`src/rtl/spi_sfr_seq_pkg.sv`:
```
// Shared definitions for the spi_sfr_seq command sequencer: FSM state
// encoding, spi_ms register addresses, control-register bit positions and
// helpers that build the configuration bytes.
package spi_seq_pkg;

  typedef enum logic [3:0] {
    ST_IDLE,
    ST_CFG0,
    ST_CFG1,
    ST_CFG2,
    ST_SEL,
    ST_WAIT_TX,
    ST_LOAD,
    ST_POLL,
    ST_GAP,
    ST_RDRX,
    ST_HOLD,
    ST_DESEL
  } seq_state_e;

  // Core write addresses
  localparam logic [1:0] W_CTRL = 2'd0;
  localparam logic [1:0] W_AUX  = 2'd1;
  localparam logic [1:0] W_BR   = 2'd2;
  localparam logic [1:0] W_DATA = 2'd3;

  // Core read addresses
  localparam logic [2:0] R_DATA = 3'd3;
  localparam logic [2:0] R_STAT = 3'd5;

  // Status / control bit positions
  localparam int SPIF_BIT  = 7;
  localparam int CTRL_SPE  = 6;
  localparam int CTRL_MSTR = 4;
  localparam int CTRL_CPOL = 3;
  localparam int CTRL_CPHA = 2;

  // Fixed value written to the auxiliary register
  localparam logic [7:0] AUX_VAL = 8'h01;

  // Idle cycles spent with the slave released before returning to IDLE
  localparam int DESEL_IDLE = 2;

  // Control register: core enabled, master mode, chosen clock mode.
  function automatic logic [7:0] ctrl_byte(input logic cpol, input logic cpha);
    logic [7:0] b;
    b            = 8'h00;
    b[CTRL_SPE]  = 1'b1;
    b[CTRL_MSTR] = 1'b1;
    b[CTRL_CPOL] = cpol;
    b[CTRL_CPHA] = cpha;
    return b;
  endfunction

  // Baud register: {0, SPPR[2:0], 0, SPR[2:0]}.
  function automatic logic [7:0] baud_byte(input logic [5:0] br);
    return {1'b0, br[5:3], 1'b0, br[2:0]};
  endfunction

endpackage

```
`src/rtl/spi_sfr_seq.sv`:
```
// spi_sfr_seq: master-side command sequencer in front of spi_ms.
// Programs the core registers from a start-time configuration, keeps the
// selected slave low across a burst, runs one SPI frame per TX byte by
// writing the data register and polling SPIF, and returns each received
// byte on a valid/ready stream.
// Optional build macro SPI_SEQ_TIMEOUT_EN adds a TMO_W-bit poll timeout that
// aborts the burst and raises the sticky tmo_err flag; without it polling
// waits indefinitely and tmo_err is tied low.
module spi_sfr_seq
  import spi_seq_pkg::*;
#(
  parameter int unsigned SS_IDX   = 0,
  parameter int unsigned POLL_GAP = 2,
  parameter int unsigned TMO_W    = 16
) (
  input  logic       clk,
  input  logic       rst,
  input  logic       cfg_cpol,
  input  logic       cfg_cpha,
  input  logic [5:0] cfg_br,
  input  logic       start,
  output logic       busy,
  input  logic       tx_valid,
  input  logic [7:0] tx_data,
  input  logic       tx_last,
  output logic       tx_ready,
  output logic       rx_valid,
  output logic [7:0] rx_data,
  input  logic       rx_ready,
  output logic       tmo_err,
  output logic [1:0] sfraddr_w,
  output logic       sfrwe,
  output logic [7:0] spidata_o,
  output logic [2:0] sfraddr_r,
  input  logic [7:0] sfr_data_i,
  output logic [7:0] spssn_o
);

  // One small counter serves both the poll gap and the post-release idle time.
  localparam int unsigned CNT_MAX = (POLL_GAP > DESEL_IDLE) ? POLL_GAP : DESEL_IDLE;
  localparam int unsigned CNT_W   = $clog2(CNT_MAX + 1);
  localparam logic [CNT_W-1:0] GAP_END   = CNT_W'(POLL_GAP - 1);
  localparam logic [CNT_W-1:0] DESEL_END = CNT_W'(DESEL_IDLE);
  localparam logic [7:0] SEL_MASK = ~(8'h01 << SS_IDX);

  seq_state_e       state;
  logic [5:0]       br_q;
  logic             last_q;
  logic [CNT_W-1:0] cnt;
  logic             tmo_hit;

`ifdef SPI_SEQ_TIMEOUT_EN
  localparam logic [TMO_W-1:0] TMO_LAST = {TMO_W{1'b1}} - 1'b1;

  logic [TMO_W-1:0] tmo_cnt;
  logic             polling;

  assign polling = (state == ST_POLL) || (state == ST_GAP);
  // Fires on the cycle in which the counter would reach all-ones.
  assign tmo_hit = polling && (tmo_cnt == TMO_LAST);

  // Poll timeout counter and sticky error flag; counter clears whenever polling ends.
  always_ff @(posedge clk) begin
    if (rst) begin
      tmo_cnt <= '0;
      tmo_err <= 1'b0;
    end else begin
      if (tmo_hit || !polling || (state == ST_POLL && sfr_data_i[SPIF_BIT])) begin
        tmo_cnt <= '0;
      end else begin
        tmo_cnt <= tmo_cnt + 1'b1;
      end
      if (state == ST_IDLE && start) begin
        tmo_err <= 1'b0;
      end else if (tmo_hit) begin
        tmo_err <= 1'b1;
      end
    end
  end
`else
  assign tmo_hit = 1'b0;
  assign tmo_err = 1'b0;
`endif

  // Burst sequencer: every output is registered and reflects the state being entered.
  always_ff @(posedge clk) begin
    // NOTE: reset is synchronous, so it lives inside the clocked block and
    // still releases spssn_o on the very edge that samples rst.
    if (rst) begin
      state     <= ST_IDLE;
      busy      <= 1'b0;
      tx_ready  <= 1'b0;
      rx_valid  <= 1'b0;
      rx_data   <= 8'h00;
      sfrwe     <= 1'b0;
      sfraddr_w <= 2'd0;
      spidata_o <= 8'h00;
      sfraddr_r <= 3'd0;
      spssn_o   <= 8'hFF;
      br_q      <= 6'd0;
      last_q    <= 1'b0;
      cnt       <= '0;
    end else begin
      // NOTE: state updates are non-blocking so every branch sees the
      // pre-edge values; sfrwe defaults low so a write is a single pulse.
      sfrwe <= 1'b0;
      if (tmo_hit) begin
        tx_ready <= 1'b0;
        spssn_o  <= 8'hFF;
        cnt      <= '0;
        state    <= ST_DESEL;
      end else begin
        unique case (state)
          ST_IDLE: begin
            if (start) begin
              busy      <= 1'b1;
              br_q      <= cfg_br;
              sfrwe     <= 1'b1;
              sfraddr_w <= W_CTRL;
              spidata_o <= ctrl_byte(cfg_cpol, cfg_cpha);
              state     <= ST_CFG0;
            end
          end
          ST_CFG0: begin
            sfrwe     <= 1'b1;
            sfraddr_w <= W_AUX;
            spidata_o <= AUX_VAL;
            state     <= ST_CFG1;
          end
          ST_CFG1: begin
            sfrwe     <= 1'b1;
            sfraddr_w <= W_BR;
            spidata_o <= baud_byte(br_q);
            state     <= ST_CFG2;
          end
          ST_CFG2: begin
            spssn_o <= SEL_MASK;
            state   <= ST_SEL;
          end
          ST_SEL: begin
            tx_ready <= 1'b1;
            state    <= ST_WAIT_TX;
          end
          ST_WAIT_TX: begin
            if (tx_valid) begin
              tx_ready  <= 1'b0;
              last_q    <= tx_last;
              sfrwe     <= 1'b1;
              sfraddr_w <= W_DATA;
              spidata_o <= tx_data;
              state     <= ST_LOAD;
            end
          end
          ST_LOAD: begin
            sfraddr_r <= R_STAT;
            state     <= ST_POLL;
          end
          ST_POLL: begin
            if (sfr_data_i[SPIF_BIT]) begin
              sfraddr_r <= R_DATA;
              state     <= ST_RDRX;
            end else begin
              cnt   <= '0;
              state <= ST_GAP;
            end
          end
          ST_GAP: begin
            if (cnt == GAP_END) begin
              state <= ST_POLL;
            end else begin
              cnt <= cnt + 1'b1;
            end
          end
          ST_RDRX: begin
            rx_data  <= sfr_data_i;
            rx_valid <= 1'b1;
            state    <= ST_HOLD;
          end
          ST_HOLD: begin
            if (rx_ready) begin
              rx_valid <= 1'b0;
              if (last_q) begin
                spssn_o <= 8'hFF;
                cnt     <= '0;
                state   <= ST_DESEL;
              end else begin
                tx_ready <= 1'b1;
                state    <= ST_WAIT_TX;
              end
            end
          end
          ST_DESEL: begin
            if (cnt == DESEL_END) begin
              busy  <= 1'b0;
              state <= ST_IDLE;
            end else begin
              cnt <= cnt + 1'b1;
            end
          end
          default: state <= ST_IDLE;
        endcase
      end
    end
  end

endmodule

```
`config.mk`:
```
export PLATFORM = sky130hd
export DESIGN_NAME = spi_sfr_seq
export DESIGN_NICKNAME = d
export VERILOG_FILES = /design/src/rtl/spi_sfr_seq_pkg.sv /design/src/rtl/spi_sfr_seq.sv
export SDC_FILE = /design/constraint.sdc
export NUM_CORES = 1
export LEC_CHECK = 0
export ABC_AREA = 1
export CORE_MARGIN = 4
export CORE_UTILIZATION = 40
export DETAILED_ROUTE_END_ITERATION = 10
export HOLD_SLACK_MARGIN = 0.05
export PLACE_DENSITY = 0.71
export SYNTH_ARGS = -nofsm -noshare
export SYNTH_HDL_FRONTEND = slang
export SYNTH_SLANG_ARGS = --single-unit
```
`constraint.sdc`:
```
create_clock -name clk -period 1.47 [get_ports clk]
set_input_delay 0.147 -clock clk [delete_from_list [all_inputs] [get_ports clk]]
set_output_delay 0.147 -clock clk [all_outputs]
set_load 0.005 [all_outputs]
```
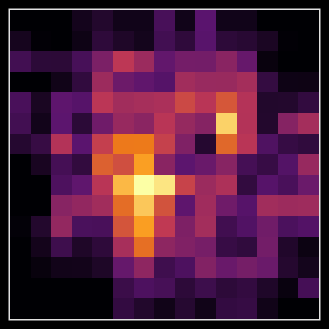
*Signal metal coverage by tile, run 1*
Drawn at 4 px/µm. The die is cut into 15 by 15 equal tiles; black is low, pale yellow is high, scaled to the fullest tile. Values are wire area over tile area, all layers added.
emptiest ninth of the die = south-west
nearly empty tiles = 15%
densest ninth of the die = centre

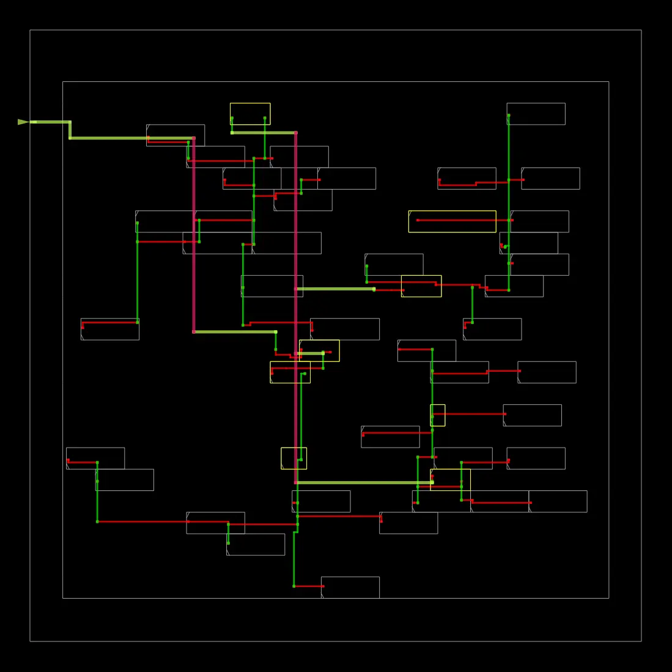
*Clock nets, run 1*
Skew-Pair Late Insertion Delay: 0.30 ns
clk_skew: 0.00884 ns
clock sink count: 39
Clock Power: 0.903 mW

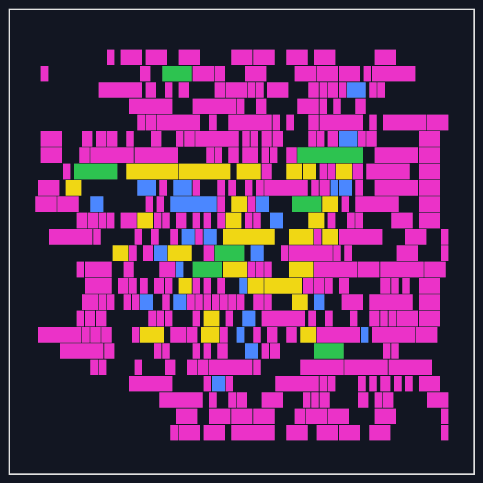
*Drive-strength map, run 1*
Drawn at 6 px/µm.
green -> _6 and larger  # cells 7, share 2.0%, most used clkbuf_8
yellow -> _3 and _4 cells  # cells 27, share 7.7%, most used buf_4
magenta -> _0 and _1 cells  # cells 293, share 83%, most used nand2_1
blue -> _2 cells  # cells 24, share 6.8%, most used nand2_2
Final Cell Area: 2750 µm²
final setup margin: 0.0982 ns
nonclk buf count: 70
Area Overhead vs Synth: 43.4%

==> flow_summary.ini, run 1 <==
; yosys + openroad results
[outcome]
status = finished, final reports clean

[yosys]
ys.flops = 39
yosysChipArea_um2 = 1920
yosys-mux-area-fraction = 0
fa_ha_area_frac = 0.0130
yosys-top-cells-area = dfxtp_1, nand2_1, o21ai_0
synth_top_area_share = 0.407
netlist_area_um2 = 1920
yosys.area.top_type = dfxtp_1
synthAoiAreaFrac = 0.155
ys.flop_type = dfxtp_1
syn-mean-instance-area_um2 = 6.80
syn-instance-count = 282

[clock_tree]
htreeDepth = 2
cts_max_path_buffers = 2
cts_buffers = 5
cts_tree = yes
clk_pin_slew_ns = 0.08

[cells_and_area]
inv_count = 33
fillerInstances = 422
nClkBuffers = 5
seq_share = 0.288
sequential_cell_total = 39
logic_area_um2 = 976
largest_cell_class = multi-input combinational cells
drive_gt1_frac = 0.165
lay_top_count = nand2_1
final_cells = 403
top_regs = rx_data x8, spidata_o x8, br_q x6
sh_comb_area = 0.355
logic_gate_count = 201

[global_routing]
busiest_layer = met2
grt_usage = 0.170
met3_usage = 0.0492
grt_use_met2 = 0.265
grt-ovfl-total = 0

[pwr]
combPwrFrac = 0.266
peakVddDrop_mv = 0.468
power.total_mw = 2.88
p_comb_mw = 0.765
pwr-share-clk = 0.313
switching_share = 0.296
p_seq_frac = 0.421

[timing]
maxSlewViolCount = 0
period_used_share = 0.933
whs_ns = 0.429
hold_viol_final = 0
setup_violations = 0

[critical_path]
r2r-end = sfraddr_w[0]
worstPathMaxFanout = 7
cp_cell_sequence = buf_4 -> nor2_4 -> nand2_2 -> nand2_2 -> nand3_4 -> buf_4 -> nand2_1 -> o21ai_2 -> inv_2 -> nor2_2
rr_startpoint = state[1]
start_kind = flip-flop
critPathSlowestCell = dfxtp_4
critical_path.endpoint = sfraddr_w[0]
cp-startpoint = state[1]
crit_required_ns = 1.66
slowest_delay_ns = 0.38

[place]
io_buffers = 55
dpl.cell_count = 393

[detailed_routing]
dr.first_iter.drc_count = 102
dr.max_layer_used = met4
met1_length_mm = 2.18
vias = 1934
wire_per_inst_um = 11.9

[floorplan]
pin_count = 64
core_area_um2 = 4500
num_rows = 24

[min_path]
min_path_cells = 3
worstHoldStart = tx_data[7]
hp-class = in -> reg

[flow_run]
openroad.warnings = 27
cap_violations = 0
### Signal wires on met3, run 1

Drawn at 6 px/µm.
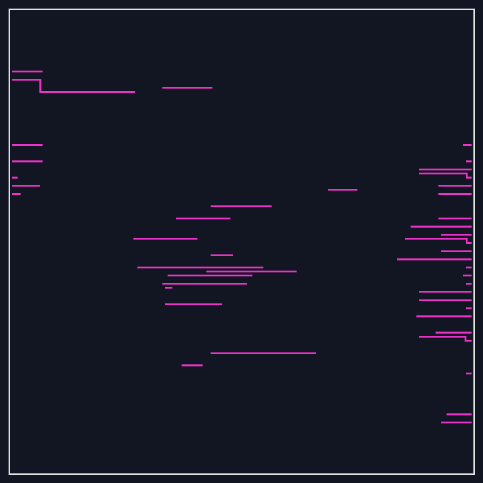

--- run 2 (diff from run 1) ---
Settings changed: ABC_CLOCK_PERIOD_IN_PS from default to 1600.
Clock period 1.47 ns to 1.6 ns, I/O delays scaled along.
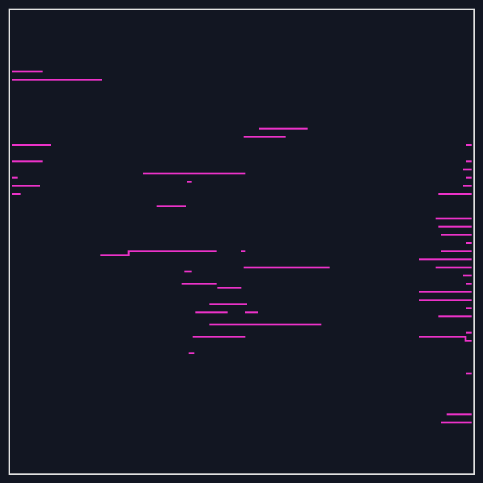
*Signal wires on met3, run 2*
Drawn at 6 px/µm.
wire length on this layer = 247 µm
main direction = horizontal
longest straight run = 18.4 µm
WL final: 4.77 mm
GR Layer Usage met3: 0.0445
via count: 1909

==> run 2 against run 1 <==
Worst setup slack improved by 0.058 ns. Combinational power fell by 18%. First-iteration DRC count fell by 25%. Highest routed layer unchanged. Register-to-register slack improved by 0.06 ns. Routed wire length fell by 0.71%. Cell area fell by 5.0%. Critical endpoint is now spidata_o[1]. Die area did not move.
==> flow_summary.ini, run 2 <==
; yosys + openroad results
[cells_and_area]
final_cells = 396
lay_top_count = nand2_1
fillerInstances = 451
final_area_um2 = 2620
seq_share = 0.300
top_regs = rx_data x8, spidata_o x8, br_q x6
logic_area_um2 = 942
logic_gate_count = 201

[yosys]
yosysChipArea_um2 = 1920
yosys-top-cells-area = dfxtp_1, nand2_1, o21ai_0
syn-instance-count = 282
ys.flop_type = dfxtp_1
yosys-mux-area-fraction = 0
syn-mean-instance-area_um2 = 6.80
netlist_area_um2 = 1920
synth_top_area_share = 0.407
synthAoiAreaFrac = 0.155

[global_routing]
grt_use_met2 = 0.266
busiest_layer = met2
grt-ovfl-total = 0
grt_usage = 0.163

[pwr]
combPwrFrac = 0.259
p_comb_mw = 0.626

[place]
dpl.cell_count = 388

[detailed_routing]
met1_length_mm = 2.25
dr.max_layer_used = met4

[critical_path]
critPathSlowestCell = dfxtp_1
slowest_delay_ns = 0.44
cp_cell_sequence = nand2_1 -> nor2_4 -> nand2_4 -> nand3_2 -> buf_4 -> nand2_1 -> a21oi_1
start_kind = flip-flop
cp-startpoint = state[2]
r2r-end = spidata_o[1]

[flow_run]
openroad.warnings = 27
cap_violations = 0

[clock_tree]
htreeDepth = 2
clk_latency_ns = 0.30

[floorplan]
num_rows = 24
core_area_um2 = 4500

[outcome]
status = finished, final reports clean

[timing]
setup_slack_ns = 0.156
whs_ns = 0.450

[min_path]
min_path_cells = 3
worstHoldStart = tx_data[7]
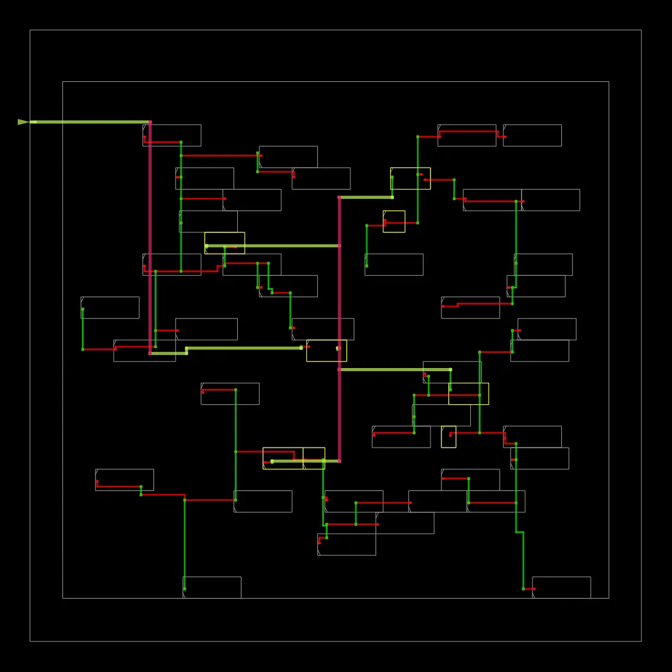
*Clock nets, run 2*
CTS Buf Count: 5
Flops: 39
clk_skew: 0.00851 ns
Layout clock buffers: 5
Clock Power: 0.673 mW

Power and IR drop assume default switching activity.
